Fig. 1: cell outlines without signal wires
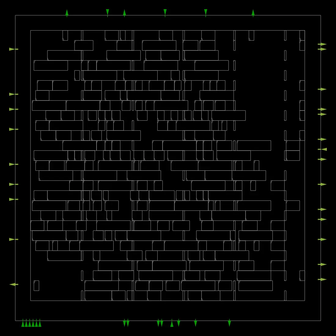
Fig. 2: cell sizes after repair
The bar under the picture is 20 µm long.
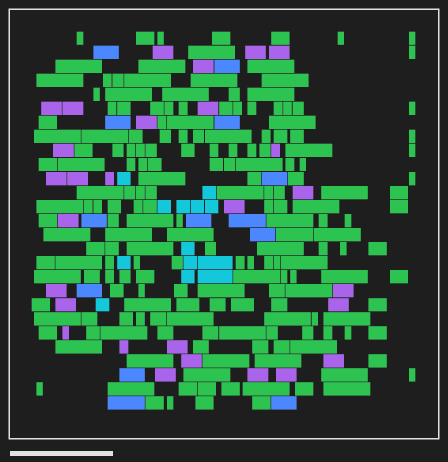
Fig. 3: routed clock nets over the placement
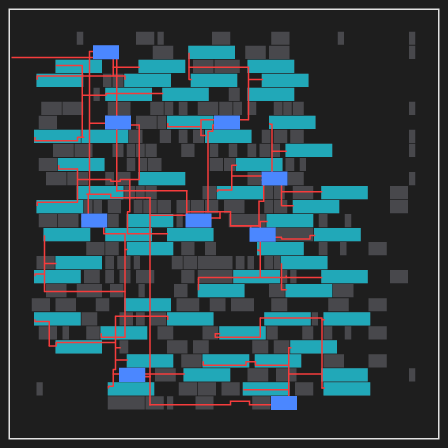
Fig. 4: wiring heat map
17 x 17 tiles, from dark blue (low) to red (high), scaled to the fullest tile. Values are wire area over tile area, all layers added.
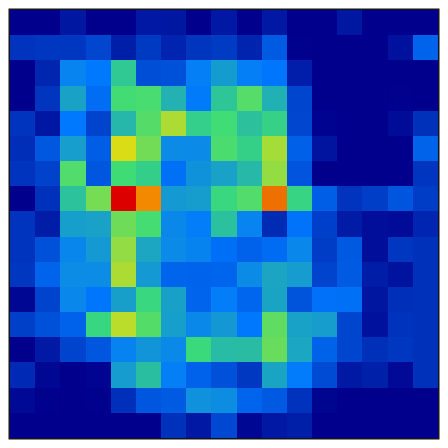
Fig. 5: sequential cells grouped by signal name
The bar under the picture is 20 µm long. Other sequential cells in the stronger grey, the rest of the logic in the fainter grey.
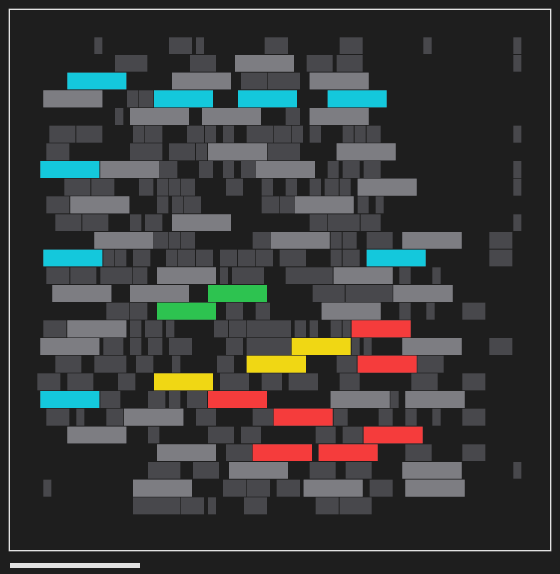
## src/rtl/tt_um_sub_serial.sv

```systemverilog
// rtl/tt_um_sub_serial.sv - bit-serial A-B subtractor, LSB first, one bit per clock
module tt_um_sub_serial #(
  parameter int WIDTH = 8
) (
  input  logic             clk,
  input  logic             rst,
  input  logic             ena,
  input  logic [WIDTH-1:0] ui_in,
  input  logic [7:0]       uio_in,
  output logic [WIDTH-1:0] uo_out,
  output logic [7:0]       uio_out,
  output logic [7:0]       uio_oe
);

  localparam int CW = (WIDTH > 1) ? $clog2(WIDTH) : 1;
  localparam logic [CW-1:0] LAST = CW'(WIDTH - 1);

  typedef enum logic [1:0] {IDLE, RUN, DONE} state_t;

  state_t           state;
  logic [WIDTH-1:0] a_reg, b_reg;
  logic [WIDTH-1:0] a_sh, b_sh, res_sh;
  logic [CW-1:0]    cnt;
  logic             br;
  logic             busy, done, borrow, zero;

  logic             load_a, load_b, start;
  logic             a0, b0, diff, br_next;
  logic [WIDTH-1:0] res_next;
  logic             unused_inputs;

  assign load_a = uio_in[0];
  assign load_b = uio_in[1];
  assign start  = uio_in[2];
  assign unused_inputs = ^{ena, uio_in[7:3]};

  // One full-subtractor stage; the difference bit enters at the result MSB.
  assign a0       = a_sh[0];
  assign b0       = b_sh[0];
  assign diff     = a0 ^ b0 ^ br;
  assign br_next  = (~a0 & b0) | (~(a0 ^ b0) & br);
  assign res_next = {diff, res_sh[WIDTH-1:1]};

  assign uio_out = {zero, borrow, done, busy, 4'b0000};
  assign uio_oe  = 8'hF0;

  always_ff @(posedge clk or posedge rst) begin
    if (rst) begin
      state  <= IDLE;
      a_reg  <= '0;
      b_reg  <= '0;
      a_sh   <= '0;
      b_sh   <= '0;
      res_sh <= '0;
      cnt    <= '0;
      br     <= 1'b0;
      uo_out <= '0;
      busy   <= 1'b0;
      done   <= 1'b0;
      borrow <= 1'b0;
      zero   <= 1'b0;
    end else begin
      case (state)
        IDLE: begin
          if (load_a) a_reg <= ui_in;
          if (load_b) b_reg <= ui_in;
          // Shift registers take the pre-edge A/B, so a same-edge load waits for the next operation.
          if (start) begin
            a_sh   <= a_reg;
            b_sh   <= b_reg;
            res_sh <= '0;
            cnt    <= '0;
            br     <= 1'b0;
            busy   <= 1'b1;
            state  <= RUN;
          end
        end
        RUN: begin
          a_sh   <= a_sh >> 1;
          b_sh   <= b_sh >> 1;
          res_sh <= res_next;
          br     <= br_next;
          cnt    <= cnt + CW'(1);
          if (cnt == LAST) begin
            uo_out <= res_next;
            borrow <= br_next;
            zero   <= (res_next == '0);
            busy   <= 1'b0;
            done   <= 1'b1;
            state  <= DONE;
          end
        end
        DONE: begin
          done  <= 1'b0;
          state <= IDLE;
        end
        default: begin
          busy  <= 1'b0;
          done  <= 1'b0;
          state <= IDLE;
        end
      endcase
    end
  end

endmodule

```

## config.mk

```make
export PLATFORM = sky130hd
export DESIGN_NAME = tt_um_sub_serial
export DESIGN_NICKNAME = d
export VERILOG_FILES = /design/src/rtl/tt_um_sub_serial.sv
export SDC_FILE = /design/constraint.sdc
export NUM_CORES = 1
export LEC_CHECK = 0
export CAP_MARGIN = 20
export CORE_MARGIN = 4
export CORE_UTILIZATION = 45
export DETAILED_ROUTE_END_ITERATION = 8
export PLACE_DENSITY = 0.71
export SKIP_LAST_GASP = 1
export SLEW_MARGIN = 10
export SYNTH_ARGS = -nofsm -noshare
export SYNTH_HDL_FRONTEND = slang
export SYNTH_SLANG_ARGS = --single-unit
export TNS_END_PERCENT = 10
```

## constraint.sdc

```tcl
create_clock -name clk -period 2.1 [get_ports clk]
set_clock_uncertainty 0.15 [all_clocks]
set_input_delay 0.21 -clock clk [delete_from_list [all_inputs] [get_ports clk]]
set_output_delay 0.21 -clock clk [all_outputs]
set_load 0.05 [all_outputs]
```

==> results.cfg <==
; implementation run metrics
[run_status]
status = complete, no violations

[detailed_routing]
avgRoutedWirePerCell_um = 14.6
ant_nets = 0
drc_errors = 0
dr.pass1.iters = 4
viasPerCell = 5.25
first_iter_violations = 107

[finish]
largestClassByArea = registers
lay_top_count = dfrtp_1
final_cells = 318
drive_above_1_share_pct = 22.0
nMultiInputCombCells = 129
n_clock_buffer = 13
sh_comb_area_pct = 31.3
nonClkBufAreaFrac_pct = 12.3
final_net_count = 263
antennaDiodeCount = 0
layout_top_cells = 57 x dfrtp_1, 24 x mux2_2, 24 x clkdlybuf4s50_1
clk_share_pct = 5.73
logic_area_um2 = 948
inv_count = 6

[global_routing]
use_met2_pct = 20.2
grt-ovfl-total = 0
grt_pass1_vias = 1581
met3_usage_pct = 5.46
top_usage_layer = met2
grt_start_max_net_pins = 45
grt_antenna_before_repair = 0
grt_pass1_wl_um = 7930
use_met1_pct = 20.0

[setup_path]
cp.required_ps = 1740
worst-path-stages = 1
r2r_end = uo_out[4]
path_class = reg -> out
ff2ff_path_depth = 5
r2r-start = cnt[0]
crit_path_end = uio_out[4]
critPathLaunchType = flip-flop
critPathArrivalTime_ps = 1490
worst-path-buf-inv = 1
path_max_fanout = 2
worst-r2r-setup-slack_ps = 370
slowest_delay_ps = 800
cp-end-kind = primary output
cp_top_family = buffers and inverters
crit_path_top_delay_cell = clkdlybuf4s50_1
path_cells = clkdlybuf4s50_1
cp-startpoint = busy

[final_timing]
period_minus_slack_ps = 1850
maxSlewHeadroom_pct = 66.8
timing.hold.ws_ps = 327
setup_tns_ps = 0
worst_pin_slew_ps = 496
rsz0062_at_grt = false
hold_viol_final = 0
setup_violations = 0
slew_violations = 0
fmax_ghz = 0.541
final.period_utilization_pct = 88.0

[synthesis]
postSynthAreaPerCell_um2 = 12.1
synth.cell_area_um2 = 2530
syn-instance-count = 209
synth.top_cell.area_share_pct = 56.4
synth_cell_types = 27
edf_count = 0
yosys_cells = 209
synthArstFlopShare_pct = 100
numSynthFlops = 57
ys_chip_area_um2 = 2530
ys_warn_count = 0
yosysTopAreaCell = dfrtp_1
synth-main-ff-cell = dfrtp_1
yosys-top-cells-area = dfrtp_1 56%, mux2_2 11%, buf_4 4.7%
yosysSeqAreaShare_pct = 56.4

[hold_path]
holdPathStages = 2
hold_end = borrow
hold_path_startpoint = borrow
worstHoldPathType = reg -> reg

[placement]
post-place-ws_ps = 376
dp_hpwl_um = 3090
place_area_um2 = 2850
portBuffers = 24
dp.cells = 301
gp_congestion = 0.718

[cts]
cts_hold_buffers = 1
htree_levels = 3
cts_tree = built
clock_latency_ps = 330
numCtsBuffers = 9
cts_root_buffer = clkbuf_8
ctsLongestPathBuffers = 2
cts_num_sinks = 57
cts_setup_buffers = 0
cts.repair.resized = 0
clkSlewWorstSetupHoldPaths_ps = 60

[power]
leakage_uw = 0.00135
power_leader = registers
pwr-share-comb_pct = 38.9
seqPwrFrac_pct = 41.5
p_int_uw = 2900
comb_power_uw = 1790
total_power_uw = 4600
power.switching_uw = 1700
ir_drop_mv = 0.780
p_sw_share_pct = 37.0
power_per_cell_area_nw_per_um2 = 1520

[floorplanning]
n_tap_cell = 72
dieArea_um2 = 6890
fp_util_pct = 46.3
dieHeight_um = 83
fp.dieW_um = 83
io_pins = 43

[flow_run]
timing.max_cap.violations = 0
warnings = 32
About Fig. 1:
Seq/total area: 47.0%
num sequential: 57
row cnt: 27
total core area: 5470 µm²
filler cell count: 489

About Fig. 2:
drive 3 to 4: drawn in cyan, cells 13, share 5.3%, most used buf_4. drive 6 and up: drawn in blue, cells 13, share 5.3%, most used clkbuf_8. drive 1 or less: drawn in green, cells 192, share 78%, most used dfrtp_1. drive 2: drawn in purple, cells 28, share 11%, most used mux2_2.
Non-CTS buffers: 38
fin worst setup slack: 252 ps
final instance area: 3030 µm²
Layout area overhead: 19.9%

About Fig. 3:
flip-flops: drawn in cyan, count 57. clock wires: drawn in red, length 753 µm. cells driving clock nets: drawn in blue, count 9.
There are 10 routed clock nets.
Clock Power Share: 19.6%
clock distribution power: 903 µW

About Fig. 4:
22% of the tiles are nearly empty. The mean over all tiles is 0.11. The emptiest ninth of the die: top right. The fullest tile reaches 0.53. 9.0% of the tiles are over half the peak.
overall global routing resource usage: 14.6%
total number of vias: 1,668
final wirelength: 4630 µm

About Fig. 5:
res_sh: drawn in red, sequential cells 7. state: drawn in green, sequential cells 2. b_reg: drawn in cyan, sequential cells 8. cnt: drawn in yellow, sequential cells 3.
Flop area: 1430 µm²
Layout Utilization: 55.4%
Seq group: 1910 µW

-- layer usage --
metal | vias to the layer above | part of all wire [%]
met2 | 37 | 46
met1 | 838 | 47
met3 | 10 | 5.2
met4 | 0 | 1.7
met5 | - | 0
li1 | 783 | -
-- synth_stat cells (2+ instances only) --
master     n
buf_4     16
clkbuf_1   2
nor3b_4    2
conb_1     2
o21ai_0   19
buf_2      8
nand2_1    5
dfrtp_1   57
nor2b_1   15
a22oi_1   14
inv_1      6
ha_1       2
a22o_1    11
nor4_1     2
mux2_2    24
a21oi_1   13
-- cells by family after synthesis --
kind of cell | share of synthesized area (%)
simple gates | 7.42
buf+inv | 7.66
fa+ha+maj | 1.78
compound gates | 15.4
mux | 11.1
flops | 56.4
other cells | 0.297
Power is estimated from default activity; no workload was simulated.
